run_1/placement_by_type.png
(4 px per um)
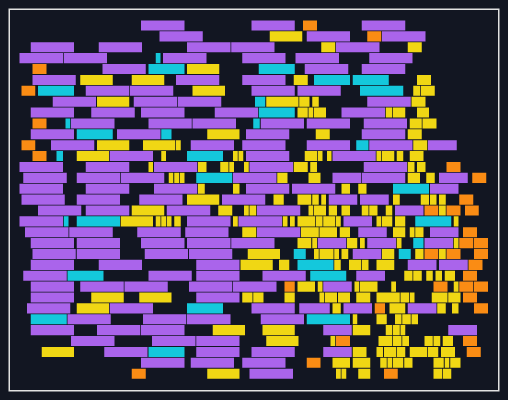
run_1/layer_met3.png
(2 px per um)
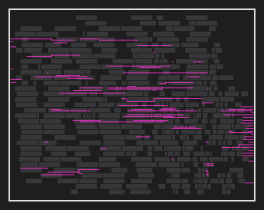
run_1/placement.png
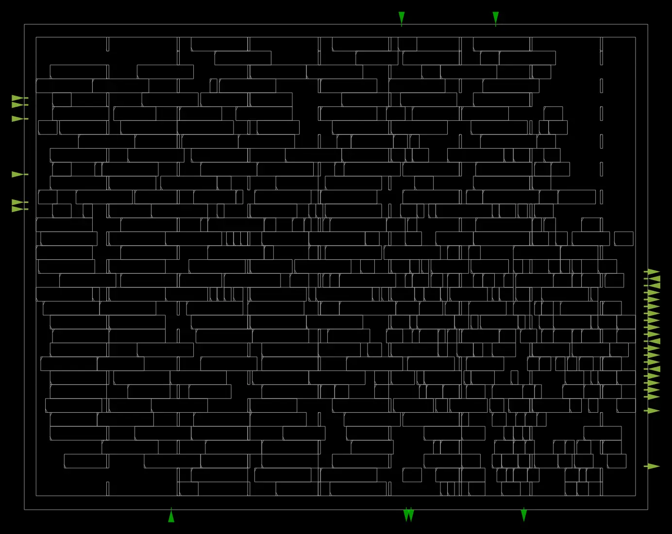
[src/rtl/fifo_pkg.sv]
// fifo_pkg: definitions shared by the FIFO family (single-clock and
// dual-clock generations).
//   fifo_clog2     : address width needed to index n entries
//   AEMPTY_DEFAULT : default almost-empty threshold
//   AFULL_MARGIN   : default almost-full threshold is DEPTH - AFULL_MARGIN
//   FIFO_STD/FWFT  : read-mode encodings for the FWFT parameter
package fifo_pkg;

   localparam int FIFO_STD  = 0;
   localparam int FIFO_FWFT = 1;

   localparam int AEMPTY_DEFAULT = 2;
   localparam int AFULL_MARGIN   = 2;

   function automatic int fifo_clog2(input int n);
      int w;
      w = 0;
      while ((1 << w) < n) w = w + 1;
      return w;
   endfunction

endpackage

[src/rtl/fifo_mem_2p.sv]
// fifo_mem_2p: DEPTH x DATA_WIDTH register array, one write port and one
// read port. Writes land on the rising edge; reads are combinational, so the
// owner decides whether to register the read path.
//   clk   : clock
//   we    : write enable
//   waddr : write address
//   wdata : write data
//   raddr : read address
//   rdata : read data (asynchronous)
module fifo_mem_2p #(
   parameter int DATA_WIDTH = 8,
   parameter int DEPTH      = 16,
   parameter int ADDR_WIDTH = 4
) (
   input  logic                  clk,
   input  logic                  we,
   input  logic [ADDR_WIDTH-1:0] waddr,
   input  logic [DATA_WIDTH-1:0] wdata,
   input  logic [ADDR_WIDTH-1:0] raddr,
   output logic [DATA_WIDTH-1:0] rdata
);

   // Storage is deliberately not reset.
   logic [DATA_WIDTH-1:0] mem [DEPTH];

   always_ff @(posedge clk) begin
      if (we) mem[waddr] <= wdata;
   end

   assign rdata = mem[raddr];

endmodule

[src/rtl/sync_fifo_param.sv]
// sync_fifo_param: single-clock parametrised FIFO with occupancy count,
// almost-full/almost-empty thresholds, synchronous flush and selectable
// standard (registered) or first-word-fall-through read.
//   clk, rst_n       : clock, synchronous active-low reset
//   flush            : synchronous clear of contents
//   wr, wdata        : write request and data
//   rd               : read request (pop in FWFT mode)
//   rdata, valid     : read data and its qualifier
//   empty, full      : count == 0 / count == DEPTH
//   almost_empty/full: count <= AEMPTY_THRESH / count >= AFULL_THRESH
//   count            : occupancy 0..DEPTH
//   overflow         : one-cycle pulse after a rejected write
//   underflow        : one-cycle pulse after a rejected read
module sync_fifo_param
   import fifo_pkg::*;
#(
   parameter int DATA_WIDTH    = 8,
   parameter int DEPTH         = 16,
   parameter int AFULL_THRESH  = DEPTH - AFULL_MARGIN,
   parameter int AEMPTY_THRESH = AEMPTY_DEFAULT,
   parameter int FWFT          = FIFO_STD,
   localparam int ADDR_WIDTH   = fifo_clog2(DEPTH)
) (
   input  logic                  clk,
   input  logic                  rst_n,
   input  logic                  flush,
   input  logic                  wr,
   input  logic [DATA_WIDTH-1:0] wdata,
   input  logic                  rd,
   output logic [DATA_WIDTH-1:0] rdata,
   output logic                  valid,
   output logic                  empty,
   output logic                  full,
   output logic                  almost_empty,
   output logic                  almost_full,
   output logic [ADDR_WIDTH:0]   count,
   output logic                  overflow,
   output logic                  underflow
);

   localparam logic [ADDR_WIDTH:0] FULL_CNT = DEPTH[ADDR_WIDTH:0];
   localparam logic [ADDR_WIDTH:0] ONE      = {{ADDR_WIDTH{1'b0}}, 1'b1};

   logic [ADDR_WIDTH:0]   wr_ptr, rd_ptr, ptr_diff;
   logic                  wr_acc, rd_acc;
   logic [DATA_WIDTH-1:0] head;

   // Flags come from the registered count only, so they move together.
   assign empty        = (count == '0);
   assign full         = (count == FULL_CNT);
   // int compare lets out-of-range thresholds pin the flag constant.
   assign almost_full  = (int'(count) >= AFULL_THRESH);
   assign almost_empty = (int'(count) <= AEMPTY_THRESH);

   // Acceptance uses pre-edge flags: full rejects wr even if rd frees a slot,
   // empty rejects rd even if wr fills one (no bypass).
   assign wr_acc = wr && !full;
   assign rd_acc = rd && !empty;

   always_ff @(posedge clk) begin
      if (!rst_n) begin
         wr_ptr    <= '0;
         rd_ptr    <= '0;
         count     <= '0;
         overflow  <= 1'b0;
         underflow <= 1'b0;
      end else if (flush) begin
         wr_ptr    <= '0;
         rd_ptr    <= '0;
         count     <= '0;
         overflow  <= 1'b0;
         underflow <= 1'b0;
      end else begin
         overflow  <= wr && full;
         underflow <= rd && empty;
         if (wr_acc) wr_ptr <= wr_ptr + ONE;
         if (rd_acc) rd_ptr <= rd_ptr + ONE;
         case ({wr_acc, rd_acc})
            2'b10:   count <= count + ONE;
            2'b01:   count <= count - ONE;
            default: count <= count;
         endcase
      end
   end

   // Extra pointer MSB lets the wrapped pointer distance equal the count,
   // including the full case; any divergence means the bookkeeping broke.
   assign ptr_diff = wr_ptr - rd_ptr;

   always_ff @(posedge clk) begin
      if (rst_n) assert (ptr_diff == count);
   end

   fifo_mem_2p #(
      .DATA_WIDTH (DATA_WIDTH),
      .DEPTH      (DEPTH),
      .ADDR_WIDTH (ADDR_WIDTH)
   ) u_mem (
      .clk   (clk),
      .we    (wr_acc && rst_n && !flush),
      .waddr (wr_ptr[ADDR_WIDTH-1:0]),
      .wdata (wdata),
      .raddr (rd_ptr[ADDR_WIDTH-1:0]),
      .rdata (head)
   );

   generate
      if (FWFT == FIFO_FWFT) begin : g_fwft
         // Head is live off the array; zeroed when empty so stale storage
         // never shows on rdata.
         assign valid = !empty;
         assign rdata = empty ? '0 : head;
      end else begin : g_std
         logic [DATA_WIDTH-1:0] rdata_q;
         logic                  valid_q;

         // rdata holds its last value across idle cycles and flush.
         always_ff @(posedge clk) begin
            if (!rst_n) begin
               rdata_q <= '0;
               valid_q <= 1'b0;
            end else if (flush) begin
               valid_q <= 1'b0;
            end else begin
               valid_q <= rd_acc;
               if (rd_acc) rdata_q <= head;
            end
         end

         assign valid = valid_q;
         assign rdata = rdata_q;
      end
   endgenerate

endmodule

[config.mk]
export PLATFORM = sky130hd
export DESIGN_NAME = sync_fifo_param
export DESIGN_NICKNAME = d
export VERILOG_FILES = /design/src/rtl/fifo_pkg.sv /design/src/rtl/fifo_mem_2p.sv /design/src/rtl/sync_fifo_param.sv
export SDC_FILE = /design/constraint.sdc
export NUM_CORES = 1
export LEC_CHECK = 0
export CAP_MARGIN = 5
export CORE_AREA = 2 2 120 93
export CTS_CLUSTER_SIZE = 8
export DETAILED_ROUTE_END_ITERATION = 7
export DIE_AREA = 0 0 122 95
export GPL_ROUTABILITY_DRIVEN = 0
export PLACE_DENSITY = 0.76
export SYNTH_ARGS = -nofsm -noshare
export SYNTH_HDL_FRONTEND = slang
export SYNTH_SLANG_ARGS = --single-unit
[constraint.sdc]
create_clock -name clk -period 7.7 [get_ports clk]
set_input_delay 1.54 -clock clk [delete_from_list [all_inputs] [get_ports clk]]
set_output_delay 1.54 -clock clk [all_outputs]
set_load 0.01 [all_outputs]
==> Implementation_results.wiki, run 1 <==
== Run summary ==
{| class="wikitable"
! Metric !! Value
|-
| Total met3 wirelength after detailed routing || between 900 and 1000 um
|-
| Pin count of the biggest net entering global routing || 30
|-
| Starting density of the core || 0.584
|-
| Height of the chip || 95 um
|-
| CP cell instances || clkdlybuf4s50_1 > nand2b_1 > a211oi_1 > nand2_1 > nor3_1
|-
| Worst slew slack as a fraction of its limit || 0.215
|-
| Max Clk Rate || between 200 and 250 MHz
|-
| Setup repair after global routing missed its margin || no
|-
| Cell types with the highest counts after synthesis || sky130_fd_sc_hd__edfxtp_1, sky130_fd_sc_hd__nor2_1, sky130_fd_sc_hd__dfxtp_1, sky130_fd_sc_hd__mux4_2, sky130_fd_sc_hd__mux2i_1
|-
| Post-detailed-route DRC marker count || 0
|-
| Overall routed net length || 13100 um
|-
| Number of enable-type register cells in the synthesized netlist || 128
|-
| Critical path start-end classification || in2reg
|-
| Top layer reached by signal wires || met4
|-
| Sequential element share of the synthesized area || 0.703
|-
| Clock input transition at the sequential cells of the worst setup and hold paths || 0.06 ns
|-
| Area of the die || 11600 um2
|-
| Number of nets in the layout || 425
|-
| Detailed-placement wirelength estimate || 8250 um
|-
| FF/Latch Area || about 4300 um2
|-
| Number of endpoints with negative hold slack in the final report || 0
|-
| Time the worst path needs with I/O delays and setup || between 4 and 5 ns
|-
| Max-slew violation count || 0
|-
| Later-pin clock latency in the skew report || 0.43 ns
|-
| TritonCTS Sinks || 152
|-
| Comb power frac || 0.046
|-
| Area of the mapped netlist || 6150 um2
|-
| Gate count of the mapped netlist || roughly 370
|-
| Antenna violations before repair || 0
|-
| Leakage component of the power || 2.26 nW
|-
| Fraction of final layout cells with drive strength greater than 1 || 0.142
|-
| Filler-free cell count of the finished design || 555
|-
| Net count of the mapped netlist || 393
|-
| Yosys Chip Area || 6150 um2
|-
| Result of the run || complete, no violations
|-
| Maximum cell stage delay along the critical path || 0.94 ns
|-
| Count of distinct cell types in the synthesized netlist || 42
|-
| Met2 Routed Length || 6010 um
|-
| 1st-iter DRT viols || 351
|-
| Clock tree from TritonCTS || yes
|-
| Worst min path class || reg2reg
|-
| Startpoint types || input pin
|-
| IO Port Bufs || 32
|-
| Cells resized by post-CTS repair || 0
|-
| OpenROAD warning count || 30
|-
| Worst path slowest cell || sky130_fd_sc_hd__nor3_1
|-
| Number of register bits inferred by synthesis || approximately 150
|-
| Number of vias per cell after detailed routing || 6.24
|-
| Number of placed I/O pins || 33
|-
| Arr. time, crit path || 4.54 ns
|-
| Final ANT Viol Nets || 0
|-
| Largest area contributor in the netlist || sky130_fd_sc_hd__edfxtp_1
|-
| First-pass iteration count of the detailed router || 4
|-
| Number of vias after detailed routing || about 3.5k
|-
| Async SR Flop Fraction || 0
|-
| Clock tree root buffer cell || sky130_fd_sc_hd__clkbuf_16
|-
| Power Internal || around 1.4 mW
|-
| Synth Flop Type || sky130_fd_sc_hd__edfxtp_1
|-
| Number of buffers inserted for hold repair after clock tree synthesis || 0
|-
| Kind of capture point of the worst setup path || flop
|-
| Average size of a mapped cell || 16.6 um2
|-
| Die extent in x || 122 um
|-
| Worst Tran Pin Value || between 1 and 1.5 ns
|-
| Number of global-route vias before repair || 3520
|-
| Critical Path RT || between 7 and 8 ns
|-
| Worst IR drop on VDD || between 200 and 250 uV
|-
| Placed instance count || 524
|-
| Total chip power || roughly 1.8 mW
|-
| Setup TNS || 0 ns
|-
| Post-synth top area share || 0.625
|-
| Clock buffers created by TritonCTS || 17
|-
| Maximum fanout along the worst path || 16
|-
| Clock Skew || 0.0165 ns
|-
| Area of the core || 10500 um2
|-
| Reported net switching power || 0.374 mW
|-
| Wire length of the first global-routing pass || 20500 um
|}
-- placement_by_type.png (at the start) --
- yellow: combinational and other logic (cells 198; share of their area 25%)
- purple: flops (cells 152; share of their area 62%)
- cyan: clock drivers and dummy loads (cells 31; share of their area 8.4%)
- orange: other buffers and delay cells (cells 34; share of their area 4.8%)

-- layer_met3.png (at the start) --
- nets with wire on the layer: 63
- main direction: horizontal
- longest straight run: 42.3 um
- share of all routed wire: 7.3%
- wire length on this layer: 960 um

-- placement.png (at the start) --
post-route core utilization: 0.677
filler cell count: 720

-- run 1: layout make-up --
cell class / instances / area share
Clock inverter: 13 / 0.0220
Tap cell: 140 / 0.0246
Sequential cell: 152 / 0.607
Timing Repair Buffer: 34 / 0.0471
Inverter: 9 / 0.00474
Multi-Input combinational cell: 189 / 0.234
Clock buffer: 18 / 0.0602
-- run 1: placed cells by master (no fill, tap or decap), types with 9 or more instances in the layout --
cell,synthesis,routed
sky130_fd_sc_hd__mux4_2,24,24
sky130_fd_sc_hd__clkbuf_16,0,17
sky130_fd_sc_hd__nor2_1,29,29
sky130_fd_sc_hd__a22oi_1,9,9
sky130_fd_sc_hd__o21ai_0,10,10
sky130_fd_sc_hd__a21oi_1,12,12
sky130_fd_sc_hd__edfxtp_1,128,128
sky130_fd_sc_hd__mux2i_1,19,19
sky130_fd_sc_hd__clkdlybuf4s50_1,0,32
sky130_fd_sc_hd__dfxtp_1,24,23
sky130_fd_sc_hd__ha_1,9,9
-- run 1: per-layer routing --
layer  up-vias  track usage
met1      1787        0.364
met2       126        0.375
met4         0       0.0872
met5         -            0
met3        14       0.0743
li1       1535            -
-- run 1: flip-flops by register name, summed over array words and instances (netlist names) --
signal,flops
u_mem.mem,128
rdata,8
count,5
rd_ptr,4
wr_ptr,4
overflow,1
underflow,1
valid,1
-- run 1: kinds of logic after synthesis --
family | after synthesis | share of synthesized area
multiplexers | 43 | 0.119
buffers and inverters | 30 | 0.0254
adder cells (fa/ha/maj) | 9 | 0.0183
XOR/XNOR | 9 | 0.0128
AND-OR/OR-AND | 61 | 0.0690
flip-flops | 152 | 0.703
AND/OR/NAND/NOR | 67 | 0.0525
-- run 1: worst paths after layout --
check           start              end  slack (ns)  cells past startpoint
max             rst_n  u_mem.mem[1][7]        3.19                      5
min          rdata[4]         rdata[4]        0.52                      2
max reg2reg  count[1]         count[4]        4.44                     10
min reg2reg  rdata[4]         rdata[4]        0.52                      2
-- run 1: power groups by stage --
stage / combinational [mW] / sequential, mW / clock (mW)
finish: 0.0834 / 0.907 / 0.823
global route: 0.0908 / 0.908 / 0.871
CTS: 0.0834 / 0.907 / 0.832
detailed placement: 0.0823 / 0.925 / 0
global placement: 0.0804 / 0.924 / 0
floorplan: 0.0477 / 0.921 / 0
-- run 1: worst max-delay path: cells and delay by family --
| family | cells | cell delay [ns] |
|---|---|---|
| AND/OR/NAND/NOR | 3 | 1.63 |
| buffers and inverters | 1 | 0.71 |
| AND-OR/OR-AND | 1 | 0.65 |
-- run 1: metrics by stage --
step	setup WS (ns)	cell area [um2]	utilization	hold WS [ns]
after floorplan	4.22	6150	-	0.531
after CTS	3.29	7120	0.677	0.521
after global routing	3.00	7120	0.677	0.554
after detailed placement	2.85	6540	0.621	0.514
after global placement	3.05	6540	0.621	0.513
final	3.19	7120	0.677	0.520
run_1/sizes.png
(3 px per um)
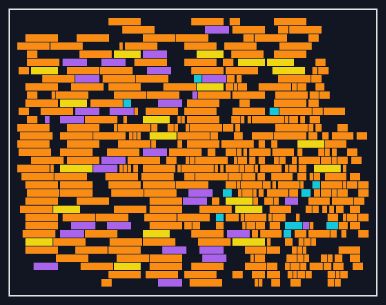

--- run 2 (diff from run 1) ---
--- a/config.mk
+++ b/config.mk
@@ -6,12 +6,12 @@
 export NUM_CORES = 1
 export LEC_CHECK = 0
 export CAP_MARGIN = 5
-export CORE_AREA = 2 2 120 93
+export CORE_AREA = 2 2 128 99
 export CTS_CLUSTER_SIZE = 8
 export DETAILED_ROUTE_END_ITERATION = 7
-export DIE_AREA = 0 0 122 95
+export DIE_AREA = 0 0 130 101
 export GPL_ROUTABILITY_DRIVEN = 0
-export PLACE_DENSITY = 0.76
+export PLACE_DENSITY = 0.7
 export SYNTH_ARGS = -nofsm -noshare
 export SYNTH_HDL_FRONTEND = slang
 export SYNTH_SLANG_ARGS = --single-unit
==> constraint.sdc (replaced) <==
create_clock -name clk -period 4.1 [get_ports clk]
set_input_delay 0.82 -clock clk [delete_from_list [all_inputs] [get_ports clk]]
set_output_delay 0.82 -clock clk [all_outputs]
set_load 0.01 [all_outputs]
run_2/sizes.png
(3 px per um)
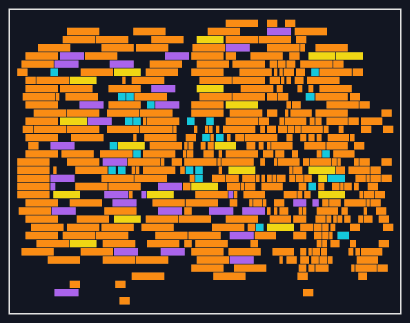
- purple: _2 cells (cells 30; share 7.0%)
- orange: _0 and _1 cells (cells 357; share 83%)
- cyan: _3 and _4 cells (cells 24; share 5.6%)
- yellow: _6 and larger (cells 20; share 4.6%)

run_2/placement_by_type.png
(4 px per um)
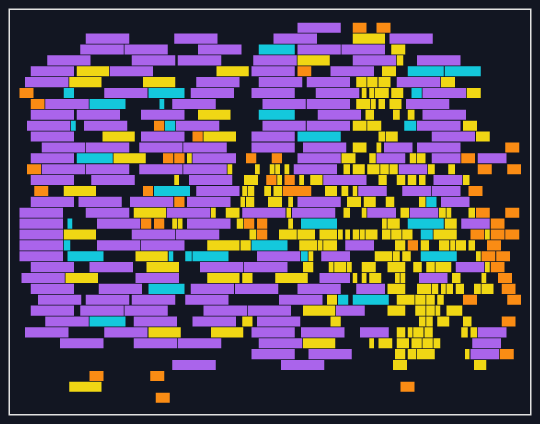
- yellow: combinational and other logic (cells 198; share of their area 24%)
- cyan: clock drivers and dummy loads (cells 32; share of their area 7.7%)
- purple: flops (cells 152; share of their area 62%)
- orange: other buffers and delay cells (cells 49; share of their area 6.6%)

run_2/layer_met3.png
(2 px per um)
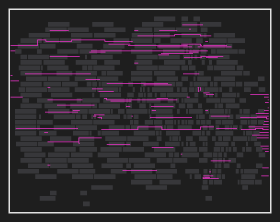
overall routed net length: 12600 um
met3 Resource Use GR: 0.0541

==> run 2 against run 1 <==
Net effect: critical path depth rose by 5; power rose by 81%; setup slack got worse by 2.3 ns; largest cell class unchanged.
==> Implementation_results.wiki, run 2 <==
== Run summary ==
{| class="wikitable"
! Metric !! Value
|-
| Filler-free cell count of the finished design || 597 (+7.6%)
|-
| Clock Skew || 0.00688 ns (-0.00964 ns)
|-
| Yosys Chip Area || 6150 um2 (unchanged)
|-
| Worst slew slack as a fraction of its limit || 0.247 (+0.0322)
|-
| Cell types with the highest counts after synthesis || sky130_fd_sc_hd__edfxtp_1, sky130_fd_sc_hd__nor2_1, sky130_fd_sc_hd__dfxtp_1, sky130_fd_sc_hd__mux4_2, sky130_fd_sc_hd__mux2i_1
|-
| First-pass iteration count of the detailed router || 5 (+1)
|-
| Wire length of the first global-routing pass || 19600 um (-4.4%)
|-
| Average size of a mapped cell || 16.6 um2 (unchanged)
|-
| Leakage component of the power || 2.32 nW (+2.5%)
|-
| CTS max path bufs || 2
|-
| 1st-iter DRT viols || 343 (-2.3%)
|-
| Post-DP Area || 6700 um2 (+2.4%)
|-
| Row Count || 35
|-
| Number of global-route vias before repair || 3399 (-3.4%)
|-
| Post-route core utilization || 0.605 (-0.0713)
|-
| Buffer and inverter count on the worst path || 1 (unchanged)
|-
| Starting density of the core || 0.514 (-0.0697)
|-
| Number of endpoints with negative hold slack in the final report || 0 (unchanged)
|-
| Count of maximum capacitance violations || 0
|-
| Capturing point of the worst reg2reg path || count[4]
|-
| Filler cell count || 885 (+23%)
|-
| Total cells reported by yosys after synthesis || about 370
|-
| Worst min path class || reg2reg
|-
| Largest area contributor in the netlist || sky130_fd_sc_hd__edfxtp_1
|-
| Net count of the mapped netlist || 393 (unchanged)
|-
| Clock tree from TritonCTS || yes
|-
| Detailed-placement wirelength estimate || 8380 um (+1.6%)
|-
| Count of distinct cell types in the synthesized netlist || 42 (unchanged)
|-
| Die extent in x || 130 um (+6.6%)
|-
| CP cell instances || nor4_1 > a21oi_1 > inv_1 > ha_1 > xor2_1 > ha_1 > a21oi_1 > a221o_1 > a2111o_1 > nand4_1
|-
| Number of placed I/O pins || 33 (unchanged)
|-
| Number of vias per cell after detailed routing || 5.86 (-6.1%)
|-
| Number of vias after detailed routing || 3498 (+1.0%)
|-
| Critical Path RT || 4.46 ns (-3.27 ns)
|-
| Area of the die || 13100 um2 (+13%)
|-
| Number of cells on the critical path || 10 (+5)
|-
| Height of the chip || 101 um (+6.3%)
|-
| Worst setup slack before clock tree synthesis || 0.656 ns (-2.20 ns)
|-
| Gate count of the mapped netlist || 371 (unchanged)
|-
| TritonCTS Sinks || 152 (unchanged)
|-
| Cycle use final || 0.783
|-
| WL/cell || 21.1 um
|-
| Origin of the worst setup path || count[2]
|-
| Post-detailed-route DRC marker count || 0 (unchanged)
|-
| Max FFs per register || 128 (unchanged)
|-
| Critical path destination || count[4]
|-
| Number of buffers inserted for hold repair after clock tree synthesis || 0 (unchanged)
|-
| Largest delay contributor family on the critical path || AND-OR/OR-AND gates
|-
| Ys Warns || 0
|-
| Setup TNS || 0 ns (unchanged)
|-
| Most common cell after layout, fill and taps aside || sky130_fd_sc_hd__edfxtp_1
|-
| Antenna violations before repair || 0 (unchanged)
|-
| Pin count of the biggest net entering global routing || 25 (-17%)
|-
| Minimum hold slack || 0.529 ns (+0.00931 ns)
|-
| Max-slew violation count || 0 (unchanged)
|-
| Synth Flop Type || sky130_fd_sc_hd__edfxtp_1
|-
| Kind of capture point of the worst setup path || flop
|-
| Clock buffers created by TritonCTS || 17 (unchanged)
|-
| Max H-tree Level || 4
|-
| R2R setup slack || 0.89 ns (-3.55 ns)
|-
| Overall Global Routing Usage || 0.212
|-
| Area of the mapped netlist || 6150 um2 (unchanged)
|-
| Cell depth of the worst flop-to-flop path || 10 (unchanged)
|-
| Arr. time, crit path || 3.57 ns (-0.97 ns)
|-
| Startpoint types || flop
|-
| Total chip power || 3.28 mW (+81%)
|-
| Cell area after layout || 7240 um2 (+1.6%)
|-
| PnR worst setup slack || 0.889 ns (-2.30 ns)
|-
| Area grow syn2layout || 17.7%
|-
| Result of the run || complete, no violations
|-
| Time the worst path needs with I/O delays and setup || 3.21 ns
|-
| Later-pin clock latency in the skew report || 0.42 ns (about the same)
|-
| Area of the core || 12000 um2 (+14%)
|-
| Final ANT Viol Nets || 0 (unchanged)
|-
| Register bank with the most flops || u_mem.mem
|-
| Async SR Flop Fraction || 0 (unchanged)
|-
| Setup repair after global routing missed its margin || no
|-
| Max Clk Rate || 311 MHz
|-
| Placed instance count || 565 (+7.8%)
|-
| Power density over the cells || 454 nW/um2
|-
| OpenROAD warning count || 30 (unchanged)
|-
| Critical path start-end classification || reg2reg
|-
| Number of enable-type register cells in the synthesized netlist || 128 (unchanged)
|-
| Number of nets in the layout || 440 (+3.5%)
|-
| Worst IR drop on VDD || 308 uV (+43%)
|-
| Congestion Overflow GR || 0
|-
| Post-synth top area share || 0.625 (unchanged)
|-
| Startpoint of the worst-slack reg-to-reg timing path || count[2]
|-
| Count of inserted antenna diode cells || 0
|-
| Top cells by area || sky130_fd_sc_hd__edfxtp_1, sky130_fd_sc_hd__mux4_2, sky130_fd_sc_hd__dfxtp_1
|-
| Cells resized by post-CTS repair || 0 (unchanged)
|-
| Number of register bits inferred by synthesis || 152 (unchanged)
|-
| # Post-CTS Setup Buffers || 0
|-
| Startpoint of the most critical hold path || rdata[4]
|-
| Maximum cell stage delay along the critical path || 0.70 ns (-0.24 ns)
|-
| Maximum fanout along the worst path || 13 (-3)
|-
| Clock tree root buffer cell || sky130_fd_sc_hd__clkbuf_16
|-
| Fraction of final layout cells with drive strength greater than 1 || 0.172 (+0.0295)
|-
| Worst path slowest cell || sky130_fd_sc_hd__nor4_1
|-
| Worst Tran Pin Value || 1.13 ns (-0.0408 ns)
|-
| Highest-count cells in the layout ignoring fill and taps || sky130_fd_sc_hd__edfxtp_1, sky130_fd_sc_hd__clkdlybuf4s50_1, sky130_fd_sc_hd__nor2_1
|-
| Clock input transition at the sequential cells of the worst setup and hold paths || 0.06 ns (about the same)
|-
| Top cell type by instance count after synthesis || sky130_fd_sc_hd__edfxtp_1
|-
| IO Port Bufs || 32 (unchanged)
|-
| Sequential element share of the synthesized area || 0.703 (unchanged)
|}
run 2: layer usage:
metal,share of wire,global-route usage,routed length [um]
met1,0.48,0.326,6050
met2,0.43,0.291,5410
met3,0.076,0.0541,958
met4,0.017,0.0786,209
met5,0,0,0
run 2: kinds of logic (layout without fill, tap and decap cells):
logic type      Yosys count  after routing  share of synthesized area
flops                   152            152                      0.703
mux                      43             43                      0.119
xor+xnor                  9              9                     0.0128
simple gates             67             67                     0.0525
compound gates           61             61                     0.0690
fa+ha+maj                 9              9                     0.0183
buf+inv                  30             90                     0.0254
run 2: area by class of cell:
cell class              count  area [um2]  area share
repair buffers             49         460      0.0636
flip-flops and latches    152        4330       0.598
clock buffers              20         437      0.0603
multi-input cells         189        1670       0.231
well taps                 166         208      0.0287
inverters                   9        33.8     0.00467
clock inverters            12         104      0.0143
run 2: report_power, final:
part | switching, mW | internal, mW
clock | 0.591 | 0.830
sequential | 0.0162 | 1.69
combinational | 0.0872 | 0.0714
run 2: worst register-to-register path, cell delays in order, from the launching register on:
cell and delay, ns:
sky130_fd_sc_hd__dfxtp_1 0.44, sky130_fd_sc_hd__nor4_1 0.70, sky130_fd_sc_hd__a21oi_1 0.29, sky130_fd_sc_hd__inv_1 0.14, sky130_fd_sc_hd__ha_1 0.35, sky130_fd_sc_hd__xor2_1 0.20, sky130_fd_sc_hd__ha_1 0.18, sky130_fd_sc_hd__a21oi_1 0.07
sky130_fd_sc_hd__a221o_1 0.34, sky130_fd_sc_hd__a2111o_1 0.38, sky130_fd_sc_hd__nand4_1 0.07
run 2: worst min path at each step:
stage,end,slack [ns],cells past startpoint
floorplan,rdata[0],0.53,2
global placement,rdata[0],0.52,2
detailed placement,rdata[4],0.52,2
CTS,rdata[4],0.52,2
global route,rdata[0],0.55,2
finish,rdata[4],0.53,2
Power is estimated from default activity; no workload was simulated.
